**Sequential cells colored by netlist name**

Bar = 200 um. Other sequential cells in the stronger gray, the rest of the logic in the fainter gray.
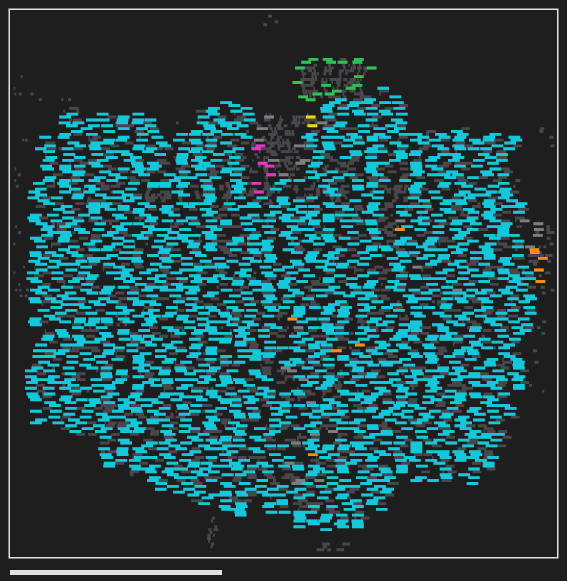
**Clock network drawn from the DEF**

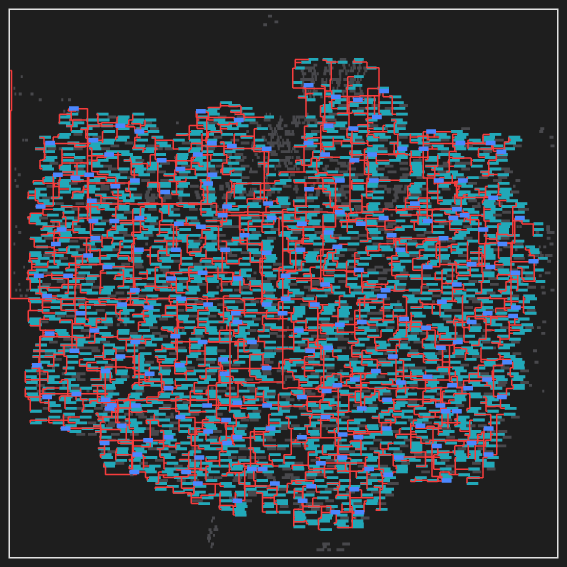
**Cell placement**

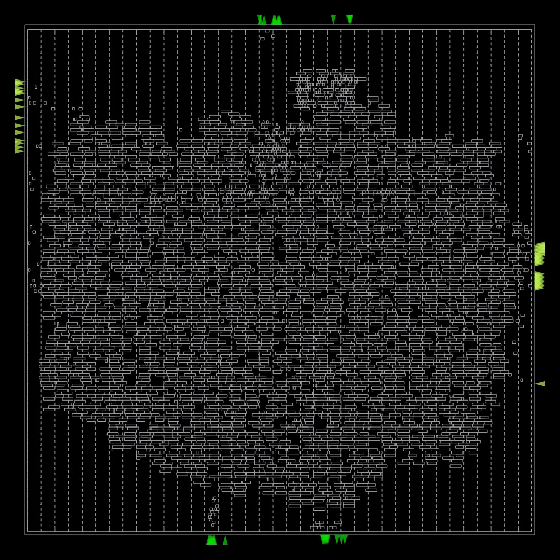
**Routed metal per tile**

26 x 26 tiles, from dark blue (low) to red (high), scaled to the fullest tile. Values are wire area over tile area, all layers added.
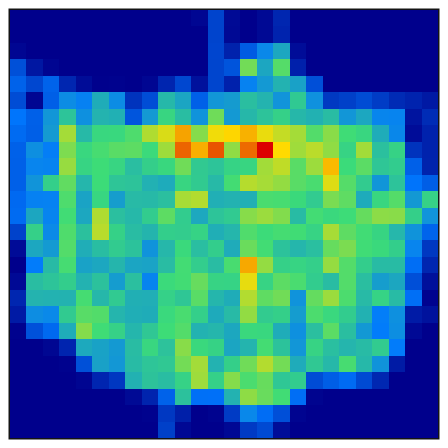
File: src/rtl/vga_pkg.sv
// vga_pkg: shared VGA timing constants, feeder state encoding and pixel entry type
package vga_pkg;
    localparam int HFP    = 16;
    localparam int HPULSE = 96;
    localparam int HBP    = 48;
    localparam int VFP    = 10;
    localparam int VPULSE = 2;
    localparam int VBP    = 33;
    localparam int PIX_W  = 10;
    typedef enum logic [1:0] {HUNT, ARMED, RUN} feeder_state_t;
    typedef struct packed {
        logic             sof;
        logic [PIX_W-1:0] r;
        logic [PIX_W-1:0] g;
        logic [PIX_W-1:0] b;
    } pixel_t;
endpackage

File: src/rtl/pixel_fifo.sv
// pixel_fifo: synchronous show-ahead FIFO with asynchronous active-low clear
// Ports: i_clk, i_rst_n (async clear), i_wr_en/i_din (push), i_rd_en (pop),
//        o_dout (head, combinational), o_full, o_empty, o_level (occupancy)
module pixel_fifo
    import vga_pkg::*;
#(
    parameter int DEPTH = 64,
    parameter int WIDTH = 31
) (
    input  logic                     i_clk,
    input  logic                     i_rst_n,
    input  logic                     i_wr_en,
    input  logic                     i_rd_en,
    input  logic [WIDTH-1:0]         i_din,
    output logic [WIDTH-1:0]         o_dout,
    output logic                     o_full,
    output logic                     o_empty,
    output logic [$clog2(DEPTH):0]   o_level
);
    localparam int AW = $clog2(DEPTH);
    logic [WIDTH-1:0] r_mem [DEPTH];
    logic [AW:0]      r_wptr;
    logic [AW:0]      r_rptr;
    logic             w_push;
    logic             w_pop;
    assign w_push  = i_wr_en && !o_full;
    assign w_pop   = i_rd_en && !o_empty;
    // Pointers carry one extra wrap bit so full and empty are distinguishable
    assign o_level = r_wptr - r_rptr;
    assign o_full  = o_level == (AW+1)'(DEPTH);
    assign o_empty = o_level == '0;
    assign o_dout  = r_mem[r_rptr[AW-1:0]];
    always_ff @(posedge i_clk or negedge i_rst_n) begin
        if (!i_rst_n) begin
            r_wptr <= '0;
            r_rptr <= '0;
        end else begin
            if (w_push) r_wptr <= r_wptr + 1'b1;
            if (w_pop)  r_rptr <= r_rptr + 1'b1;
        end
    end
    // Storage needs no reset: clearing the pointers empties the FIFO
    always_ff @(posedge i_clk) begin
        if (w_push) r_mem[r_wptr[AW-1:0]] <= i_din;
    end
endmodule

File: src/rtl/vga_pixel_feeder.sv
// vga_pixel_feeder: buffers a SOF-tagged pixel stream and emits one pixel per active display cycle
// Ports: i_clk, i_rst_n (async active-low); stream in: i_in_valid/o_in_ready/i_in_sof/i_in_r/g/b;
//        timing in: i_frame_start, i_disp_en; out: o_out_r/g/b (registered), o_locked,
//        o_underflow (sticky), o_level (FIFO occupancy)
module vga_pixel_feeder
    import vga_pkg::*;
#(
    parameter int HDISP = 640,
    parameter int VDISP = 480,
    parameter int DEPTH = 64,
    parameter int W     = 10
) (
    input  logic                   i_clk,
    input  logic                   i_rst_n,
    input  logic                   i_in_valid,
    output logic                   o_in_ready,
    input  logic                   i_in_sof,
    input  logic [W-1:0]           i_in_r,
    input  logic [W-1:0]           i_in_g,
    input  logic [W-1:0]           i_in_b,
    input  logic                   i_frame_start,
    input  logic                   i_disp_en,
    output logic [W-1:0]           o_out_r,
    output logic [W-1:0]           o_out_g,
    output logic [W-1:0]           o_out_b,
    output logic                   o_locked,
    output logic                   o_underflow,
    output logic [$clog2(DEPTH):0] o_level
);
    localparam int NPIX = HDISP * VDISP;
    localparam int CW   = $clog2(NPIX);
    typedef struct packed {
        logic         sof;
        logic [W-1:0] r;
        logic [W-1:0] g;
        logic [W-1:0] b;
    } entry_t;
    feeder_state_t r_state;
    feeder_state_t w_next;
    entry_t        w_head;
    logic [CW-1:0] r_cnt;
    logic [W-1:0]  r_out_r;
    logic [W-1:0]  r_out_g;
    logic [W-1:0]  r_out_b;
    logic          r_ready;
    logic          r_uf;
    logic          w_full;
    logic          w_empty;
    logic          w_wr;
    logic          w_pop;
    logic          w_emit;
    logic          w_start;
    logic          w_uf_set;
    // r_ready holds IN_READY low through reset and the release cycle
    assign o_in_ready  = r_ready && !w_full;
    assign w_wr        = i_in_valid && o_in_ready;
    assign o_out_r     = r_out_r;
    assign o_out_g     = r_out_g;
    assign o_out_b     = r_out_b;
    assign o_locked    = r_state == RUN;
    assign o_underflow = r_uf;
    pixel_fifo #(.DEPTH(DEPTH), .WIDTH(3*W+1)) u_fifo (
        .i_clk   (i_clk),
        .i_rst_n (i_rst_n),
        .i_wr_en (w_wr),
        .i_rd_en (w_pop),
        .i_din   ({i_in_sof, i_in_r, i_in_g, i_in_b}),
        .o_dout  (w_head),
        .o_full  (w_full),
        .o_empty (w_empty),
        .o_level (o_level)
    );
    always_ff @(posedge i_clk or negedge i_rst_n) begin
        if (!i_rst_n) r_state <= HUNT;
        else          r_state <= w_next;
    end
    always_comb begin
        w_next   = r_state;
        w_pop    = 1'b0;
        w_emit   = 1'b0;
        w_start  = 1'b0;
        w_uf_set = 1'b0;
        case (r_state)
            HUNT: begin
                if (!w_empty) begin
                    if (w_head.sof) w_next = ARMED;
                    else            w_pop  = 1'b1;
                end
            end
            ARMED: begin
                if (i_frame_start) begin
                    w_next  = RUN;
                    w_start = 1'b1;
                end
            end
            RUN: begin
                if (i_disp_en) begin
                    if (w_empty) begin
                        w_uf_set = 1'b1;
                        w_next   = HUNT;
                    // SOF must coincide exactly with frame position 0: early SOF
                    // waits for the next frame, a missing SOF re-hunts
                    end else if (w_head.sof != (r_cnt == '0)) begin
                        w_next = w_head.sof ? ARMED : HUNT;
                    end else begin
                        w_pop  = 1'b1;
                        w_emit = 1'b1;
                    end
                end else if (i_frame_start && r_cnt != '0) begin
                    w_next = HUNT;
                end
            end
            default: w_next = HUNT;
        endcase
    end
    always_ff @(posedge i_clk or negedge i_rst_n) begin
        if (!i_rst_n) begin
            r_cnt   <= '0;
            r_uf    <= 1'b0;
            r_ready <= 1'b0;
            r_out_r <= '0;
            r_out_g <= '0;
            r_out_b <= '0;
        end else begin
            r_ready <= 1'b1;
            r_cnt   <= w_start ? '0 : w_emit ? ((r_cnt == CW'(NPIX-1)) ? '0 : r_cnt + 1'b1) : r_cnt;
            r_uf    <= w_start ? 1'b0 : (w_uf_set || r_uf);
            r_out_r <= w_emit ? w_head.r : '0;
            r_out_g <= w_emit ? w_head.g : '0;
            r_out_b <= w_emit ? w_head.b : '0;
        end
    end
endmodule

File: config.mk
export PLATFORM = sky130hd
export DESIGN_NAME = vga_pixel_feeder
export DESIGN_NICKNAME = d
export VERILOG_FILES = /design/src/rtl/vga_pkg.sv /design/src/rtl/pixel_fifo.sv /design/src/rtl/vga_pixel_feeder.sv
export SDC_FILE = /design/constraint.sdc
export NUM_CORES = 2
export LEC_CHECK = 0
export CORE_MARGIN = 2
export CORE_UTILIZATION = 30
export DETAILED_ROUTE_END_ITERATION = 16
export PLACE_DENSITY = 0.49
export SYNTH_ARGS = -nofsm -noshare
export SYNTH_HDL_FRONTEND = slang
export SYNTH_SLANG_ARGS = --single-unit
File: constraint.sdc
create_clock -name i_clk -period 7.2 [get_ports i_clk]
set_input_delay 0.72 -clock i_clk [delete_from_list [all_inputs] [get_ports i_clk]]
set_output_delay 0.72 -clock i_clk [all_outputs]
set_load 0.01 [all_outputs]
==> reports/qor.yml <==
final_layout:
  nClkBuffers: 274
  largest_class: "sequential cells"
  areaGrowthSynthToFinish_pct: 15.8
  clkCellAreaFrac_pct: 7.38
  final_area_um2: 91000
  nets: 3498
  lay_top_cells: "edfxtp_1, mux4_2, clkbuf_16, buf_4, nor2_4"
  fin_cells: 7130
setup_path:
  cpPeakStageDelay_ns: 0.90
  cp_num_buf_inv: 3
  cp.required_ns: 7.88
  cp.arrival_ns: 5.83
  critPathCaptureType: "register"
  critPathMaxFanout: 89
  crit_path_start_kind: "register"
yosys:
  area_leaders: "edfxtp_1, mux4_2, dfrtp_1"
  simple_gate_share_pct: 1.58
  yosysTopAreaCellShare_pct: 75.8
  ys_sh_xor_pct: 0.167
  common_cells: "edfxtp_1, mux4_2, clkbuf_1"
  synthArstFlopShare_pct: 3.27
  topCombFamilyByArea: "multiplexers"
  synth_nets: 3266
  ys_sh_aoi_pct: 0.502
  avgSynthCellArea_um2: 24.4
  flop_cell: "edfxtp_1"
  synthCells: 3219
clock_tree:
  cts_buffer_depth: 3
  cts_tree: "done"
  post_cts_resized: 0
  holdBufCountCts: 1
  numCtsBuffers: 211
  htreeDepth: 4
timing:
  slew_viol_final: 0
  min_period_over_period_pct: 71.6
  hold_ws_ns: 0.405
  skew_ns: 0.0492
drt:
  wl_met3_mm: 11.7
  drc: 0
  ant_nets: 0
global_route:
  grt_overflow_total: 0
  antenna_found_initial: 45
  grt_max_degree: 110
outcome:
  status: "complete, no violations"
power_and_ir_drop:
  clkPwrFrac_pct: 31.3
  total_power_mw: 33.9
  clock_net_power_mw: 10.6
  p_per_area_nw_per_um2: 373
  top_power_group: "registers"
  ir_drop_mv: 0.429
  comb_power_share_pct: 28.4
job:
  maxCapViolCount: 0
die:
  chip_area_um2: 266000
  pin_count: 76
  tap_cells: 3496
About 'sequential cells colored by netlist name':
- orange: o_out_g (flops 10; where right middle)
- cyan: u_fifo.r_mem (flops 1984)
- green: r_cnt (flops 19; where top middle)
- magenta: u_fifo.r_wptr (flops 7)
- yellow: r_state (flops 2)
Reg area: 61300 um^2
final core utilization: 35.0%
seq pwr: 13.6 mW
Seq/total area: 67.3%

About 'clock network drawn from the DEF':
- cyan: flip-flops (count 2051)
- blue: clock-net drivers (count 211)
- red: clock wires (length 25.1 mm)
- routed clock nets: 212

About 'cell placement':
num sequential: 2051
Fillers: 23800
# rows: 187

About 'routed metal per tile':
- tiles over half the peak: 19%
- nearly empty tiles: 27%
- emptiest ninth of the die: top right
wire per inst: 28.1 um
via count: 35200

-- final timing paths --
kind	startpoint	endpoint	slack, ns	depth (start not counted)
max in group asynchronous	i_rst_n	u_fifo.r_rptr[1]$_DFFE_PN0P_	5.66	3
min in group i_clk	u_fifo.r_rptr[6]$_DFFE_PN0P_	u_fifo.r_rptr[6]$_DFFE_PN0P_	0.48	1
max	u_fifo.r_rptr[0]$_DFFE_PN0P_	o_out_r[4]$_DFF_PN0_	2.05	7
min reg2reg	u_fifo.r_rptr[6]$_DFFE_PN0P_	u_fifo.r_rptr[6]$_DFFE_PN0P_	0.48	1
min	i_rst_n	o_out_b[7]$_DFF_PN0_	0.41	2
max reg2reg	u_fifo.r_rptr[0]$_DFFE_PN0P_	o_out_r[4]$_DFF_PN0_	2.05	7
Power is estimated from default activity; no workload was simulated.
